<file path="src/rtl/instr_fetch_issue_pkg.sv">
// Shared definitions for the instruction fetch/issue slice: ARM field
// positions, condition/opcode encodings, fetch FSM states and defaults.
package instr_fetch_issue_pkg;

    localparam int INSTR_W = 32;

    // Bit positions of the ARM-style fields inside a 32-bit instruction word.
    localparam int COND_MSB  = 31;
    localparam int COND_LSB  = 28;
    localparam int OP_MSB    = 27;
    localparam int OP_LSB    = 26;
    localparam int FUNCT_MSB = 25;
    localparam int FUNCT_LSB = 20;
    localparam int RN_MSB    = 19;
    localparam int RN_LSB    = 16;
    localparam int RD_MSB    = 15;
    localparam int RD_LSB    = 12;
    localparam int IMM_MSB   = 23;
    localparam int IMM_LSB   = 0;

    // Default byte increment between sequential instructions.
    localparam int DEFAULT_PC_STEP = 4;

    // Condition codes understood by the decoder.
    typedef enum logic [3:0] {
        COND_EQ = 4'b0000,
        COND_NE = 4'b0001,
        COND_AL = 4'b1110
    } cond_e;

    // Major opcode classes.
    typedef enum logic [1:0] {
        OP_DP  = 2'b00,
        OP_MEM = 2'b01,
        OP_BR  = 2'b10
    } op_e;

    // Fetch FSM states.
    typedef enum logic [1:0] {
        ST_REQ  = 2'd0,  // offering a request to instruction memory
        ST_WAIT = 2'd1,  // request accepted, waiting for the word
        ST_HOLD = 2'd2,  // word buffered and offered to the decoder
        ST_DROP = 2'd3   // redirect happened with a response in flight
    } fetch_state_e;

endpackage

</file>
<file path="src/rtl/instr_fetch_issue_field_split.sv">
// Combinational slicer that breaks a 32-bit instruction word into the
// ARM-style fields consumed by the control decoder. Also usable by a
// trace monitor, so it carries no state of its own.
module instr_field_split
    import instr_fetch_issue_pkg::*;
(
    input  logic [INSTR_W-1:0] instr_i,
    output logic [3:0]         cond_o,
    output logic [1:0]         op_o,
    output logic [5:0]         funct_o,
    output logic [3:0]         rn_o,
    output logic [3:0]         rd_o,
    output logic [23:0]        imm24_o
);

    // Pure wiring: every field is a fixed slice of the word; Imm24 overlaps
    // Funct/Rn/Rd on purpose, the decoder chooses which view it uses.
    assign cond_o  = instr_i[COND_MSB:COND_LSB];
    assign op_o    = instr_i[OP_MSB:OP_LSB];
    assign funct_o = instr_i[FUNCT_MSB:FUNCT_LSB];
    assign rn_o    = instr_i[RN_MSB:RN_LSB];
    assign rd_o    = instr_i[RD_MSB:RD_LSB];
    assign imm24_o = instr_i[IMM_MSB:IMM_LSB];

endmodule

</file>
<file path="src/rtl/instr_fetch_issue.sv">
// Fetch/issue stage: owns the PC, fetches one instruction at a time over a
// valid/ready request channel, buffers it and presents it to the decoder as
// split fields. Applies the decoder's PCSrc redirect and owns the Z flag.
module instr_fetch_issue
    import instr_fetch_issue_pkg::*;
#(
    parameter int                ADDR_W   = 32,
    parameter logic [ADDR_W-1:0] RESET_PC = '0,
    parameter int                PC_STEP  = DEFAULT_PC_STEP,
    // Test hook: when set, PCSrc is also honoured while a fetch is
    // outstanding; the in-flight word is then discarded via DROP.
    parameter bit                REDIRECT_IN_WAIT = 1'b0
)(
    input  logic              clk,
    input  logic              rst_n,
    // Instruction memory request/response
    output logic              imem_req_valid,
    input  logic              imem_req_ready,
    output logic [ADDR_W-1:0] imem_addr,
    input  logic              imem_rsp_valid,
    input  logic [31:0]       imem_rsp_data,
    // Issue toward the decoder
    output logic              issue_valid,
    input  logic              issue_ready,
    output logic [3:0]        Cond,
    output logic [1:0]        Op,
    output logic [5:0]        Funct,
    output logic [3:0]        Rd,
    output logic [3:0]        Rn,
    output logic [23:0]       Imm24,
    output logic [ADDR_W-1:0] issue_pc,
    // Redirect from the decoder
    input  logic              PCSrc,
    input  logic [ADDR_W-1:0] branch_target,
    // Z flag
    input  logic              flag_we,
    input  logic              alu_zero,
    output logic              ZeroFlags
);

    localparam logic [ADDR_W-1:0] STEP = ADDR_W'(PC_STEP);

    fetch_state_e      state_q, state_d;
    logic [ADDR_W-1:0] pc_q, pc_d;
    logic              req_valid_q;
    logic [31:0]       instr_q, instr_d;
    logic [ADDR_W-1:0] ipc_q, ipc_d;
    logic              z_q, z_d;

    logic              req_fire;
    logic              issue_fire;
    logic              wait_redirect;

    // A request only counts once it is actually being offered; this keeps the
    // first post-reset cycle (state already REQ, valid still low) inert.
    assign req_fire      = req_valid_q && imem_req_ready;
    assign issue_fire    = (state_q == ST_HOLD) && issue_ready;
    assign wait_redirect = REDIRECT_IN_WAIT && (state_q == ST_WAIT) && PCSrc;

    // Next-state, PC and buffer update logic for the fetch FSM.
    always_comb begin
        state_d = state_q;
        pc_d    = pc_q;
        instr_d = instr_q;
        ipc_d   = ipc_q;

        unique case (state_q)
            ST_REQ: begin
                if (req_fire) begin
                    state_d = ST_WAIT;
                end
            end
            ST_WAIT: begin
                if (wait_redirect) begin
                    // The outstanding word belongs to the abandoned path. If it
                    // is arriving right now it is simply not latched; otherwise
                    // wait for it in DROP.
                    pc_d    = branch_target;
                    state_d = imem_rsp_valid ? ST_REQ : ST_DROP;
                end else if (imem_rsp_valid) begin
                    instr_d = imem_rsp_data;
                    ipc_d   = pc_q;
                    state_d = ST_HOLD;
                end
            end
            ST_HOLD: begin
                if (issue_fire) begin
                    // PCSrc is only meaningful alongside a consumed issue.
                    pc_d    = PCSrc ? branch_target : (pc_q + STEP);
                    state_d = ST_REQ;
                end
            end
            ST_DROP: begin
                if (imem_rsp_valid) begin
                    state_d = ST_REQ;
                end
            end
            default: begin
                state_d = ST_REQ;
            end
        endcase
    end

    // Z flag follows alu_zero whenever a flag-setting op retires.
    always_comb begin
        z_d = z_q;
        if (flag_we) begin
            z_d = alu_zero;
        end
    end

    // State, PC, instruction buffer and request-valid registers.
    always_ff @(posedge clk) begin
        if (!rst_n) begin
            state_q     <= ST_REQ;
            pc_q        <= RESET_PC;
            req_valid_q <= 1'b0;
            instr_q     <= '0;
            ipc_q       <= '0;
        end else begin
            state_q     <= state_d;
            pc_q        <= pc_d;
            req_valid_q <= (state_d == ST_REQ);
            instr_q     <= instr_d;
            ipc_q       <= ipc_d;
        end
    end

    // Z flag register, independent of the fetch FSM.
    always_ff @(posedge clk) begin
        if (!rst_n) begin
            z_q <= 1'b0;
        end else begin
            z_q <= z_d;
        end
    end

    assign imem_req_valid = req_valid_q;
    assign imem_addr      = pc_q;
    assign issue_valid    = (state_q == ST_HOLD);
    assign issue_pc       = ipc_q;
    assign ZeroFlags      = z_q;

    instr_field_split u_field_split (
        .instr_i (instr_q),
        .cond_o  (Cond),
        .op_o    (Op),
        .funct_o (Funct),
        .rn_o    (Rn),
        .rd_o    (Rd),
        .imm24_o (Imm24)
    );

    // Handshake stability: an offered request or issued instruction may not
    // change until it is taken.
    a_req_stable: assert property (@(posedge clk) disable iff (!rst_n)
        (imem_req_valid && !imem_req_ready) |=> (imem_req_valid && $stable(imem_addr)));

    a_issue_stable: assert property (@(posedge clk) disable iff (!rst_n)
        (issue_valid && !issue_ready) |=> (issue_valid && $stable(issue_pc)));

endmodule

</file>
<file path="config.mk">
export PLATFORM = sky130hd
export DESIGN_NAME = instr_fetch_issue
export DESIGN_NICKNAME = d
export VERILOG_FILES = /design/src/rtl/instr_fetch_issue_pkg.sv /design/src/rtl/instr_fetch_issue_field_split.sv /design/src/rtl/instr_fetch_issue.sv
export SDC_FILE = /design/constraint.sdc
export NUM_CORES = 1
export LEC_CHECK = 0
export ABC_AREA = 1
export ABC_CLOCK_PERIOD_IN_PS = 1300
export CAP_MARGIN = 20
export CORE_UTILIZATION = 40
export CTS_BUF_LIST = sky130_fd_sc_hd__clkbuf_16
export DETAILED_ROUTE_END_ITERATION = 16
export PLACE_DENSITY = 0.75
export SLEW_MARGIN = 25
export SYNTH_ARGS = -nofsm -noshare
export SYNTH_HDL_FRONTEND = slang
export SYNTH_HIERARCHICAL = 1
export SYNTH_SLANG_ARGS = --single-unit
</file>
<file path="constraint.sdc">
create_clock -name clk -period 1.3 [get_ports clk]
set_input_delay 0.325 -clock clk [delete_from_list [all_inputs] [get_ports clk]]
set_output_delay 0.325 -clock clk [all_outputs]
set_load 0.005 [all_outputs]
</file>
Run 1, congestion heat map:
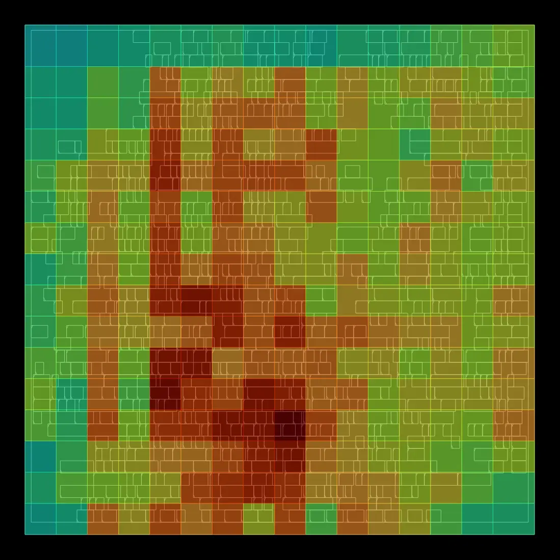
Final Core Density: 66.8%
grt met3 use: 5.68%
GRT busiest layer: met2
GRT Resource Usage Total: 25.3%

Run 1, cells coloured by class:
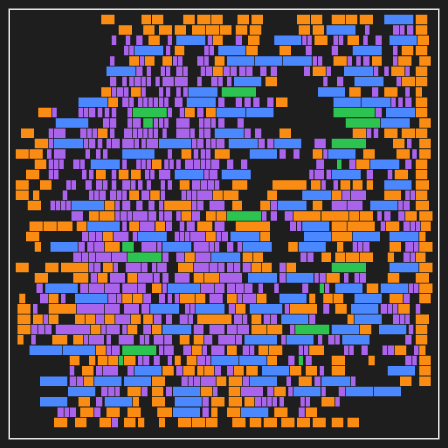
combinational and other logic: shown in purple, cells 521. remaining buffers and delay cells: shown in orange, cells 304. clock drivers and dummy loads: shown in green, cells 16. sequential cells: shown in blue, cells 100.

Run 1, local utilization:
The die is cut into 11 by 11 equal tiles; black is low, pale yellow is high, 0 to 100% covered.
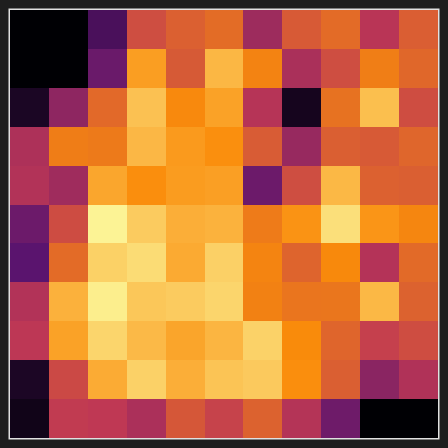
The emptiest ninth of the die: upper left. The mean over all tiles is 62%. The fullest tile reaches 97%. 5.0% of the tiles are nearly empty.

Run 1, sizing map:
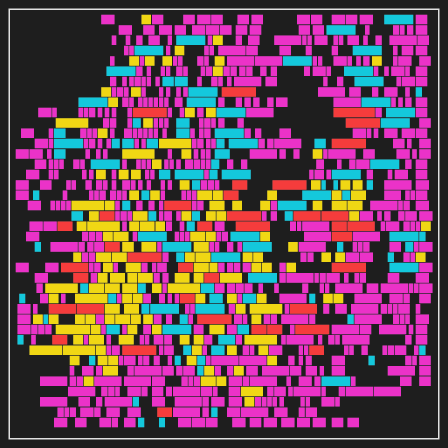
_2 cells: shown in cyan, cells 102, share 11%. _3 and _4 cells: shown in yellow, cells 147, share 16%. _0 and _1 cells: shown in magenta, cells 654, share 70%. _6 and larger: shown in red, cells 38, share 4.0%.

## run 1: logic make-up (layout without fill, tap and decap cells)
kind of cell	Yosys count	count (layout)
AND-OR/OR-AND	142	142
AND/OR/NAND/NOR	336	336
flip-flops	100	100
buffers and inverters	121	362
adder cells (fa/ha/maj)	1	1
## run 1: area by class of cell
cell class	instances	share of cell area, %
flip-flops and latches	100	26.2
clock inverters	7	0.768
clock buffers	9	2.82
inverters	42	2.04
repair buffers	304	34.3
multi-input cells	479	31.5
well taps	147	2.30
## run 1: worst max-delay path by stage
stage	depth (start not counted)	end	slack, ns	startpoint
after global routing	8	imem_addr[12]$_SDFFE_PN0P_	-0.37	imem_addr[2]$_SDFFE_PN0P_
after global placement	7	imem_addr[12]$_SDFFE_PN0P_	-0.37	PCSrc
after CTS	11	imem_addr[22]$_SDFFE_PN0P_	-0.24	imem_addr[3]$_SDFFE_PN0P_
after detailed placement	7	imem_addr[10]$_SDFFE_PN0P_	-0.45	PCSrc
after floorplan	9	imem_addr[26]$_SDFFE_PN0P_	-0.03	imem_addr[11]$_SDFFE_PN0P_
final	8	imem_addr[12]$_SDFFE_PN0P_	-0.31	imem_addr[2]$_SDFFE_PN0P_
## run 1: synthesized netlist by cell type (3+ instances only)
master    number  area (um2)
nand2_2        7        43.8
a21oi_1       48         240
nand2_1      112         420
inv_1         39         146
dfxtp_1      100        2000
o21ai_0       70         350
nand4_1        6        37.5
a21oi_2        6        52.6
nor3_1         8        40.0
o211ai_1       5        37.5
buf_2         19        95.1
nand3_1       38         190
a22oi_1        4        30.0
nor2_4         7        78.8
nor2_2         6        37.5
inv_2          3        11.3
nor2_1       143         537
a31oi_1        8        50.1
and2_1         3        18.8
buf_4         46         345
clkbuf_1      12        45.0
## run 1: metal layers
metal | up-vias | global-route usage [%] | routed length (um)
met5 | - | 0 | 0
met4 | 0 | 10.6 | 429
met3 | 34 | 5.68 | 1270
met2 | 245 | 42.7 | 7960
met1 | 2536 | 31.2 | 7020
li1 | 2714 | - | -
## run 1: state kept, by name, summed over array words and instances, names as in the netlist
name            flops
instr_q            32
imem_req_valid      1
issue_pc           32
ZeroFlags           1
state_q             2
imem_addr          32
## run 1: power by group
part           switching, mW  internal, mW  total, mW
Clock                   1.18          1.47       2.65
Sequential            0.0849          3.21       3.29
Combinational          0.486         0.608       1.09
## run 1: worst max-delay path, stage by stage (launching register included)
cell	delay, ns
dfxtp_4	0.35
buf_6	0.10
ha_4	0.14
buf_4	0.10
nand4_1	0.20
nor3_2	0.27
buf_4	0.16
nand4_1	0.06
a31oi_1	0.16
## run 1: timing repair
item,4_1_cts,5_1_grt
gates resized,273,54
setup endpoints to repair,146,113
gates cloned,1,4
pin swaps,23,25
setup buffers,28,12
==> ci_impl_report.md, run 1 <==
## Implementation flow summary

| Metric | Value |
|---|---|
| Slew @ Worst Pin | `0.247 ns` |
| Latency at later pin | `0.35 ns` |
| Setup TNS | `-5.60 ns` |
| Syn Area/Cell | `7.00 um2` |
| Final worst setup slack | `-0.312 ns` |
| Post-Syn Nets | `773` |
| RSZ-0062 raised after global routing | `yes` |
| Mux share | `0%` |
| Power per Cell Area | `881 nW/um2` |
| Top logic family | `simple AND/OR/NAND/NOR gates` |
| AO/OA Area Share | `15.7%` |
| Cells after DPL | `1029` |
| Drt first pass iters | `5` |
| Most used DFF post-synth | `dfxtp_1` |
| Placed inst area | `7110 um2` |
| Tmin final | `1.61 ns` |
| CP Max Fanout | `3` |
| # clock sinks | `100` |
| Outcome | `complete, but fails checks` |
| Largest net degree at the start of global routing | `33` |
| DR iter-0 viols | `338` |
| Min Hold Slack | `0.299 ns` |
| Core Box Area | `12000 um2` |
| Tcrit/Tclk final | `124%` |
| Synth Instances | `700` |
| Max-slew headroom | `83.5%` |
| Std-Cell Rows | `40` |
| Die W | `113 um` |
| Lkg Pwr | `3.65 nW` |
| Worst VDD drop | `0.000545 V` |
| Flops after synth | `100` |
| Cell Area, Synth | `4900 um2` |
| Reg2Reg Depth | `8` |
| Worst min path class | `in -> reg` |
| # DRC | `0` |
| Simple share | `29.9%` |
| Post-synth ARST share | `0%` |
| Port Buffers | `182` |
| Achievable clock frequency | `0.620 GHz` |
| Per-cell routed wire length | `15.3 um` |
| R2R Path Start | `imem_addr[2]$_SDFFE_PN0P_` |
| Final WL | `16700 um` |
| Hold path cells | `3` |
| FF+latch area | `2090 um2` |
| Number of global-route vias before repair | `5132` |
| Reg clk slew, reported paths | `0.07 ns` |
| N_diodes | `0` |
| Die H | `113 um` |
| Max-slew violation count | `0` |
| Root Buffer | `clkbuf_16` |
| Final setup vio count | `28` |
| Finished Cell Area | `7990 um2` |
| CTS buffer count | `9` |
| Worst setup EP type | `flop` |
| Chip Area, Yosys | `4900 um2` |
| Critical Path RT | `1.58 ns` |
| Adder share | `0.255%` |
| CP Launch Type | `flop` |
| Most used logic cell in the final layout | `nor2_1` |
| Hpwl dp | `11000 um` |
| Via Count | `5529` |
| Post-place setup slack | `-0.451 ns` |
| Top Layout Cells | `126 x nor2_1, 98 x nand2_1, 98 x buf_4, 79 x dlygate4sd2_1, 69 x clkdlybuf4s50_1` |
| Yosys cell count | `700` |
| Layout cells sized above 1 | `30.5%` |
| Fillers | `1015` |
| Max-cap violations | `0` |
| FP Util | `41.0%` |
| Clock skew | `0.00798 ns` |
| Worst Hold Launch | `rst_n` |
| Max clock buf depth | `2` |
| Htree depth | `3` |
| Initial antenna violation count | `0` |
| Failing checks | `negative setup slack` |
| # nets final | `1009` |
Run 1, where the registers sit:
Other sequential cells in the stronger grey, the rest of the logic in the fainter grey.
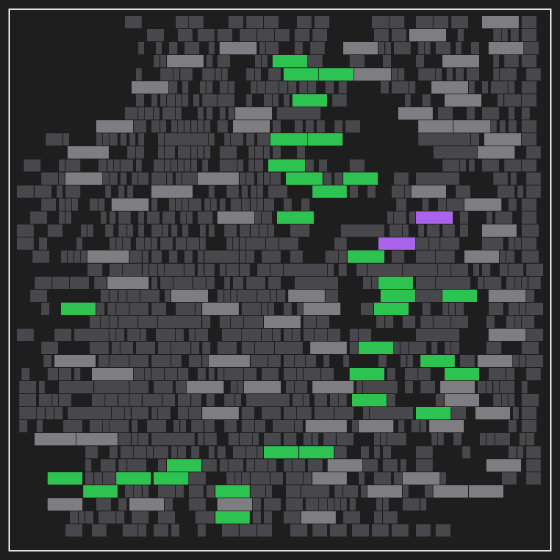

## Run 2: what changed since run 1
Settings changed: CELL_PAD_IN_SITES_DETAIL_PLACEMENT from default to 1, CELL_PAD_IN_SITES_GLOBAL_PLACEMENT from default to 1, CORE_UTILIZATION 40 to 28, PLACE_DENSITY 0.75 to 0.76, SLEW_MARGIN 25 to 10.
Run 2, where the registers sit:
Other sequential cells in the stronger grey, the rest of the logic in the fainter grey.
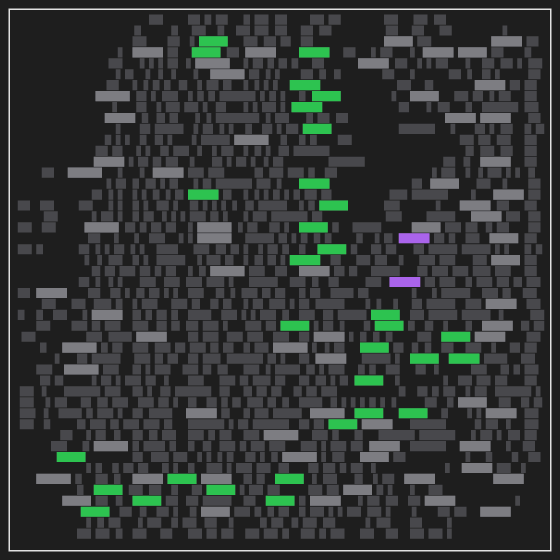
state_q: shown in purple, placed flops 2. issue_pc: shown in green, placed flops 32.

==> ci_impl_report.md, run 2 <==
## Implementation flow summary

| Metric | Value |
|---|---|
| Outcome | `complete, but fails checks` |
| Failing checks | `negative setup slack` |
| N_diodes | `0 (unchanged)` |
| Fillers | `2035 (+100%)` |
| Largest net degree at the start of global routing | `28 (-15%)` |
| Per-cell routed wire length | `21.3 um (+39%)` |
| # DRC | `0 (unchanged)` |
| Port Buffers | `182 (unchanged)` |
| CP Max Fanout | `4 (+1)` |
| Synth top cells by count | `143 x nor2_1, 112 x nand2_1, 100 x dfxtp_1, 70 x o21ai_0, 48 x a21oi_1` |
| Hold path cells | `3 (unchanged)` |
| Std-Cell Rows | `48 (+20%)` |
| Buf/Inv on CP | `2 (-1)` |
| Tcrit/Tclk final | `134% (+10 points)` |
| Layout cells sized above 1 | `45.9% (+15 points)` |
| Final setup vio count | `42 (+50%)` |
| Worst setup EP type | `flop` |
| Top area cell types | `dfxtp_1 41%, nor2_1 11%, nand2_1 8.6%` |
| Yosys top cell by area | `dfxtp_1` |
| Synth Instances | `700 (unchanged)` |
| Cell Area, Synth | `4900 um2 (unchanged)` |
| RSZ-0062 raised after global routing | `yes` |
| Worst path top cell family by delay | `simple AND/OR/NAND/NOR gates` |
| Htree depth | `3 (unchanged)` |
| Slowest stage delay, CP | `0.38 ns (+0.03 ns)` |
| CP Launch Type | `flop` |
| Worst min path class | `in -> reg` |
| Number of global-route vias before repair | `6112 (+19%)` |
| Die H | `134 um (+19%)` |
| Die W | `134 um (+19%)` |
| Synth top cell by count | `nor2_1` |
| Post-synth ARST share | `0% (unchanged)` |
| Final worst setup slack | `-0.443 ns (-0.131 ns)` |
| Tmin final | `1.74 ns (+0.131 ns)` |
| Most used logic cell in the final layout | `nor2_1` |
| Syn Area/Cell | `7.00 um2 (unchanged)` |
| Root Buffer | `clkbuf_16` |
| Max-cap violations | `0 (unchanged)` |
| CP cell instances | `ha_4, buf_4, nand4_1, nor3_2, buf_4, nand4_1, a31oi_1` |
[run 2: worst max path at each step]
stage / from / slack (ns) / endpoint / cells past startpoint
after detailed placement: PCSrc / -0.46 / imem_addr[12]$_SDFFE_PN0P_ / 7
after floorplan: imem_addr[11]$_SDFFE_PN0P_ / -0.03 / imem_addr[26]$_SDFFE_PN0P_ / 9
after global routing: imem_addr[3]$_SDFFE_PN0P_ / -0.51 / imem_addr[14]$_SDFFE_PN0P_ / 7
after CTS: imem_addr[3]$_SDFFE_PN0P_ / -0.21 / imem_addr[22]$_SDFFE_PN0P_ / 10
final: imem_addr[3]$_SDFFE_PN0P_ / -0.44 / imem_addr[14]$_SDFFE_PN0P_ / 7
after global placement: PCSrc / -0.38 / imem_addr[12]$_SDFFE_PN0P_ / 7
[run 2: cell type report]
type	instances	share of cell area, %
Tap cell	225	3.07
Timing Repair Buffer	342	36.3
Multi-Input combinational cell	479	32.3
Sequential cell	100	23.1
Timing Repair inverter	1	0.0682
Inverter	42	1.96
Clock inverter	7	0.750
Clock buffer	9	2.46
[run 2: stage by stage]
stage	util [%]	hold WS, ns	TNS [ns]	instance area (um2)	std cells
floorplan	-	0.419	-0.0739	4920	700
global placement	42.8	0.462	-27.79	7350	1125
detailed placement	42.8	0.478	-31.69	7350	1125
CTS	48.9	0.395	-3.89	8400	1182
global route	53.4	0.436	-11.42	9170	1205
finish	53.4	0.406	-8.72	9170	1205
[run 2: logic make-up (layout without fill, tap and decap cells)]
| group | Yosys count | after routing | synth area share (%) |
|---|---|---|---|
| compound gates | 142 | 142 | 15.7 |
| flops | 100 | 100 | 40.8 |
| fa+ha+maj | 1 | 1 | 0.255 |
| simple gates | 336 | 336 | 29.9 |
| buf+inv | 121 | 401 | 13.3 |
[run 2: timing repair]
action,CTS,global route
endpoints found under the setup margin,178,133
hold buffers,0,0
pin swaps,52,84
buffers inserted,40,24
gates cloned,2,10
gates resized,371,223
[run 2: routing by layer]
layer  track usage [%]  vias to the layer above  wire length [um]
met4              12.9                        2              1280
met3              4.20                      104              1480
li1                  -                     2777                 -
met2              41.8                      313             12900
met5                 0                        -                 9
met1              28.3                     3028              9950
[run 2: worst reg2reg max path: cells and delay by family, from the launching register on]
family	cells	cell delay, ns
flops	1	0.38
simple gates	3	0.64
compound gates	1	0.20
fa+ha+maj	1	0.15
buf+inv	2	0.28
[run 2: where the power goes]
part / switching (mW) / leakage, nW / total (mW) / internal (mW)
registers: 0.106 / 0.846 / 3.31 / 3.20
logic: 0.653 / 2.97 / 1.43 / 0.775
clock network: 1.36 / 0.136 / 2.85 / 1.49
total: 2.12 / 3.96 / 7.58 / 5.46
Power and IR drop assume default switching activity.
